<file path="config.mk">
export PLATFORM = sky130hd
export DESIGN_NAME = mux_sel_sequencer
export DESIGN_NICKNAME = d
export VERILOG_FILES = /design/src/rtl/mux_sel_sequencer_pkg.sv /design/src/rtl/mux_sel_next_ch.sv /design/src/rtl/mux_sel_sequencer.sv
export SDC_FILE = /design/constraint.sdc
export NUM_CORES = 1
export LEC_CHECK = 0
export CORE_MARGIN = 2
export CORE_UTILIZATION = 35
export DETAILED_ROUTE_END_ITERATION = 12
export PLACE_DENSITY = 0.62
export SYNTH_ARGS = -nofsm -noshare
export SYNTH_HDL_FRONTEND = slang
export SYNTH_SLANG_ARGS = --single-unit
</file>
<file path="constraint.sdc">
create_clock -name clk -period 4.6 [get_ports clk]
set_clock_uncertainty 0.1 [all_clocks]
set_input_delay 0.69 -clock clk [delete_from_list [all_inputs] [get_ports clk]]
set_output_delay 0.69 -clock clk [all_outputs]
set_load 0.02 [all_outputs]
</file>
<file path="src/rtl/mux_sel_sequencer_pkg.sv">
// mux_sel_sequencer_pkg: FSM state encodings and mux channel codes shared by the select sequencer.
package mux_sel_sequencer_pkg;

    typedef enum logic [1:0] {
        ST_IDLE   = 2'd0,
        ST_SETTLE = 2'd1,
        ST_DWELL  = 2'd2
    } state_t;

    localparam logic [1:0] CH_A = 2'd0;
    localparam logic [1:0] CH_B = 2'd1;
    localparam logic [1:0] CH_C = 2'd2;
    localparam logic [1:0] CH_D = 2'd3;

endpackage

</file>
<file path="src/rtl/mux_sel_next_ch.sv">
// mux_sel_next_ch: finds the next enabled channel above cur, else wraps to the lowest enabled one.
module mux_sel_next_ch
    import mux_sel_sequencer_pkg::*;
(
    input  logic [1:0] cur,
    input  logic [3:0] mask,
    output logic [1:0] nxt,
    output logic       wrap,
    output logic       none
);

    always_comb begin
        nxt  = CH_A;
        wrap = 1'b1;
        none = ~|mask;
        for (int i = 3; i >= 0; i--)
            if (mask[i]) nxt = 2'(i);
        // descending scan: the last hit is the lowest enabled index above cur
        for (int i = 3; i >= 0; i--)
            if (mask[i] && i > int'(cur)) begin
                nxt  = 2'(i);
                wrap = 1'b0;
            end
    end

endmodule

</file>
<file path="src/rtl/mux_sel_sequencer.sv">
// mux_sel_sequencer: steps the 4-to-1 mux select through settle/dwell windows per channel.
// Optional channel masking via SEL_SEQ_MASK_EN (adds the ch_mask port).
module mux_sel_sequencer
    import mux_sel_sequencer_pkg::*;
#(
    parameter int DWELL_CYC  = 4,
    parameter int SETTLE_CYC = 1,
    parameter int CNT_W      = 8
) (
    input  logic       clk,
    input  logic       rst_n,
    input  logic       start,
    input  logic       cont,
    input  logic       hold,
`ifdef SEL_SEQ_MASK_EN
    input  logic [3:0] ch_mask,
`endif
    output logic       s1,
    output logic       s0,
    output logic       ch_valid,
    output logic       busy,
    output logic       sweep_done
);

    localparam logic [CNT_W-1:0] SET_LAST = CNT_W'(SETTLE_CYC > 0 ? SETTLE_CYC - 1 : 0);
    localparam logic [CNT_W-1:0] DW_LAST  = CNT_W'(DWELL_CYC - 1);
    localparam state_t           ST_LOAD  = (SETTLE_CYC > 0) ? ST_SETTLE : ST_DWELL;

    state_t           state, state_nxt;
    logic [CNT_W-1:0] cnt, cnt_nxt;
    logic [1:0]       sel, sel_nxt, adv_nxt;
    logic [3:0]       mask_live, mask_adv;
    logic             adv_wrap, adv_none, wend, last_nxt;
    logic             valid_d, busy_d, done_d;

`ifdef SEL_SEQ_MASK_EN
    logic [3:0] mask_q;
    // advance decision reuses the mask captured when the final dwell cycle began,
    // so sweep_done and the actual advance always agree
    assign mask_live = ch_mask;
    assign mask_adv  = (state == ST_IDLE) ? ch_mask : mask_q;
    always_ff @(posedge clk or negedge rst_n)
        if (!rst_n) mask_q <= '0;
        else if (!hold && last_nxt) mask_q <= ch_mask;
`else
    assign mask_live = 4'hF;
    assign mask_adv  = 4'hF;
`endif

    mux_sel_next_ch u_next (
        .cur  ((state == ST_IDLE) ? CH_D : sel),
        .mask (mask_adv),
        .nxt  (adv_nxt),
        .wrap (adv_wrap),
        .none (adv_none)
    );

    always_ff @(posedge clk or negedge rst_n) begin
        if (!rst_n) begin
            state      <= ST_IDLE;
            cnt        <= '0;
            sel        <= CH_A;
            ch_valid   <= 1'b0;
            busy       <= 1'b0;
            sweep_done <= 1'b0;
        end else begin
            state      <= state_nxt;
            cnt        <= cnt_nxt;
            sel        <= sel_nxt;
            ch_valid   <= valid_d;
            busy       <= busy_d;
            sweep_done <= done_d;
        end
    end

    always_comb begin
        state_nxt = state;
        sel_nxt   = sel;
        wend      = (state == ST_SETTLE && cnt == SET_LAST) || (state == ST_DWELL && cnt == DW_LAST);
        if (!hold) begin
            if (state == ST_IDLE && start && !adv_none) begin
                state_nxt = ST_LOAD;
                sel_nxt   = adv_nxt;
            end else if (state == ST_SETTLE && wend) begin
                state_nxt = ST_DWELL;
            end else if (state == ST_DWELL && wend) begin
                if (!adv_none && (!adv_wrap || cont)) begin
                    state_nxt = ST_LOAD;
                    sel_nxt   = adv_nxt;
                end else begin
                    state_nxt = ST_IDLE;
                end
            end
        end
        cnt_nxt = hold ? cnt :
                  (state_nxt != state || wend || state == ST_IDLE) ? '0 : cnt + CNT_W'(1);
    end

    // outputs are registered, so sweep_done is predicted for the cycle about to start
    always_comb begin
        valid_d  = state_nxt == ST_DWELL;
        busy_d   = state_nxt != ST_IDLE;
        last_nxt = state_nxt == ST_DWELL && cnt_nxt == DW_LAST;
        done_d   = !hold && last_nxt && ~|((mask_live >> sel_nxt) >> 1);
    end

    assign {s1, s0} = sel;

endmodule

</file>
==> PnR_summary.wiki <==
=== Synthesis and place and route ===
{| class="wikitable"
! Metric !! Value
|-
| Outcome || complete, no violations
|-
| Commonest cells post-synth || 15 x sky130_fd_sc_hd__dfrtp_1, 12 x sky130_fd_sc_hd__nand2_1, 8 x sky130_fd_sc_hd__nor2_1, 5 x sky130_fd_sc_hd__o21ai_0
|-
| Final setup violation count || 0
|-
| Number of warning messages in the yosys log || 0
|-
| Seq/Total Area, Yosys || 0.380
|-
| Number of top-level pins || 10
|-
| Launch point of the critical path || hold
|-
| Power after layout || 0.497 mW
|-
| Instance area after placement || 0.00107 mm²
|-
| Number of nets at the end of the flow || 119
|-
| Busiest layer in global routing || met2
|-
| Number of diodes || 0
|-
| Leading power group || combinational cells
|-
| Switching share of total power || 0.392
|-
| Number of violations reported at the end of detailed-routing iteration 0 || 22
|-
| Site Rows || 19
|-
| Met2 Usage GRT || 0.220
|-
| Post-synth area hogs || sky130_fd_sc_hd__dfrtp_1 38%, sky130_fd_sc_hd__nand2_1 4.6%, sky130_fd_sc_hd__ha_1 3.8%
|-
| Number of buffers added for setup after CTS || 0
|-
| Worst hold-check path type || flip-flop to flip-flop
|-
| Combinational group share of total power || 0.441
|-
| FFs w/ async S/R, synth || 1.00
|-
| Worst R2R End || sweep_done$_DFF_PN0_
|-
| Share of the clock period used by the worst path after layout || 0.578
|-
| Number of stages on the worst hold path || 1
|-
| Share of final-layout standard cells stronger than drive strength 1 || 0.155
|-
| Minimum clock period after layout || 2660 ps
|-
| Internal Dissipation || 0.302 mW
|-
| Max-area cell share || 0.380
|-
| Worst Hold Launch || sel[0]$_DFF_PN0_
|-
| Reported combinational group power || 0.219 mW
|-
| Total placed cells including tap cells || 137
|-
| Synthesized area per cell || 9.58 µm²
|-
| Post-synthesis cell type with the largest combined area || sky130_fd_sc_hd__dfrtp_1
|-
| Routed len/inst || 13.7 µm
|-
| Clock tree from TritonCTS || yes
|-
| Cell area after layout || 0.00109 mm²
|-
| M3 GR Usage || 0.0204
|-
| # Cells Yosys || 103
|-
| Total global routing track utilization || 0.136
|-
| Number of cells upsized or downsized after cts || 0
|-
| Pin count of the biggest net entering global routing || 18
|-
| Max incr delay on CP || between 700 and 800 ps
|-
| Hold Fails Final Rpt || 0
|-
| DRC || 0
|-
| Sequential share of power || 0.405
|-
| Deepest level of the CTS H-tree || 1
|-
| Global placer's final weighted congestion || between 0.8 and 0.9
|-
| Routed via count || 738
|-
| Area enclosed by the die boundary || 0.00326 mm²
|-
| Netlist area before placement || slightly below 0.001 mm²
|-
| Final design utilization || 0.403
|-
| FP Util || 0.364
|-
| GRT overflow || 0
|-
| Synth-to-layout area growth || 10.6%
|-
| Stages on worst setup path || 6
|-
| Total clock buffers created by CTS || 3
|-
| Cell leakage power || between 0.4 and 0.5 nW
|-
| Count of tool warnings || 27
|-
| Power in sequential cells || 0.201 mW
|-
| Switching component of the power || 0.194 mW
|-
| Worst-path maximum fanout || 17
|-
| Clk pin slew, worst setup/hold paths || 90 ps
|-
| Final Hold Slack || around 470 ps
|-
| Setup repair after global routing missed its margin || false
|-
| Die span in x || 57.1 µm
|-
| Buf+Inv Stages, Crit Path || 1
|-
| Late-Pin Clk Latency || around 280 ps
|-
| Number of enable-type register cells in the synthesized netlist || 0
|-
| Post-CTS Hold Fix Bufs || 0
|-
| Number of antenna violations at the first check in global routing || 0
|-
| Via count of the first global-routing pass || 733
|-
| Post-route met1 wirelength || between 900 and 1000 µm
|-
| Pwr Density || 455 mW/mm²
|-
| Most common library cell in the layout ignoring fill and taps || sky130_fd_sc_hd__dfrtp_1
|-
| Headroom to the max-slew limit || 0.533
|-
| Final ANT Viol Nets || 0
|}
final cells by class:
| class | instances | area, µm² |
|---|---|---|
| Inverter | 3 | 11.3 |
| Fill cell | 304 | 1620 |
| Sequential cell | 15 | 375 |
| Timing Repair Buffer | 9 | 90.1 |
| Clock buffer | 4 | 26.3 |
| Tap cell | 31 | 38.8 |
| Multi-Input combinational cell | 79 | 551 |
cell families after synthesis:
kind of cell,Yosys count,share of synthesized area
AND/OR/NAND/NOR,50,0.303
AND-OR/OR-AND,19,0.151
flip-flops,15,0.380
buffers and inverters,9,0.0621
XOR/XNOR,5,0.0444
adder cells (fa/ha/maj),3,0.0380
multiplexers,2,0.0215
flip-flops by register name, summed over array words and instances, names as in the netlist:
name        count
ch_valid        1
state           2
cnt             8
busy            1
sweep_done      1
sel             2
### Power grid

Scale bar: 20 µm. Pins as bars on the die edge.
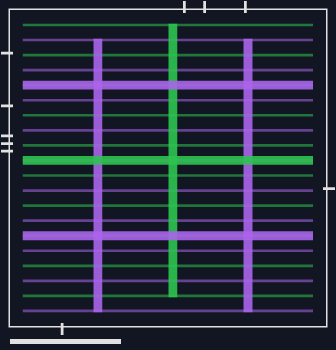
- purple: VSS
- green: VDD
- met5 straps: 3
- signal pins: 10
- met1 rails: 20

### Cell classes on the final placement

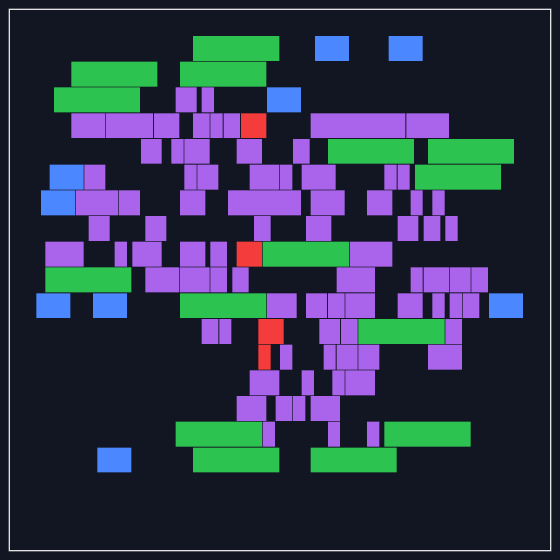
- green: registers (cells 15)
- purple: remaining logic cells (cells 82)
- blue: remaining buffers and delay cells (cells 9)
- red: clock drivers and dummy loads (cells 4)

### Clock wires, drivers and flops

Scale bar: 20 µm.
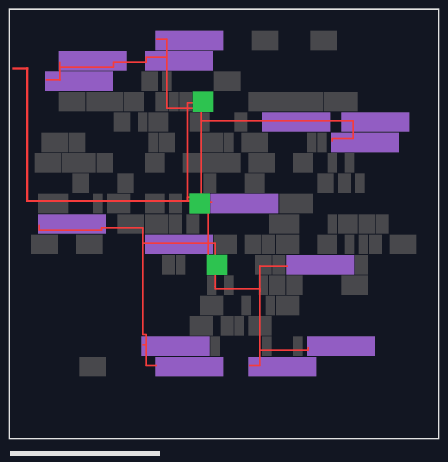
- red: clock wires (length 224 µm)
- purple: flip-flops (count 15)
- green: clock-net drivers (count 3)
- routed clock nets: 4
- flops lie: all over the die

Power and IR drop assume default switching activity.
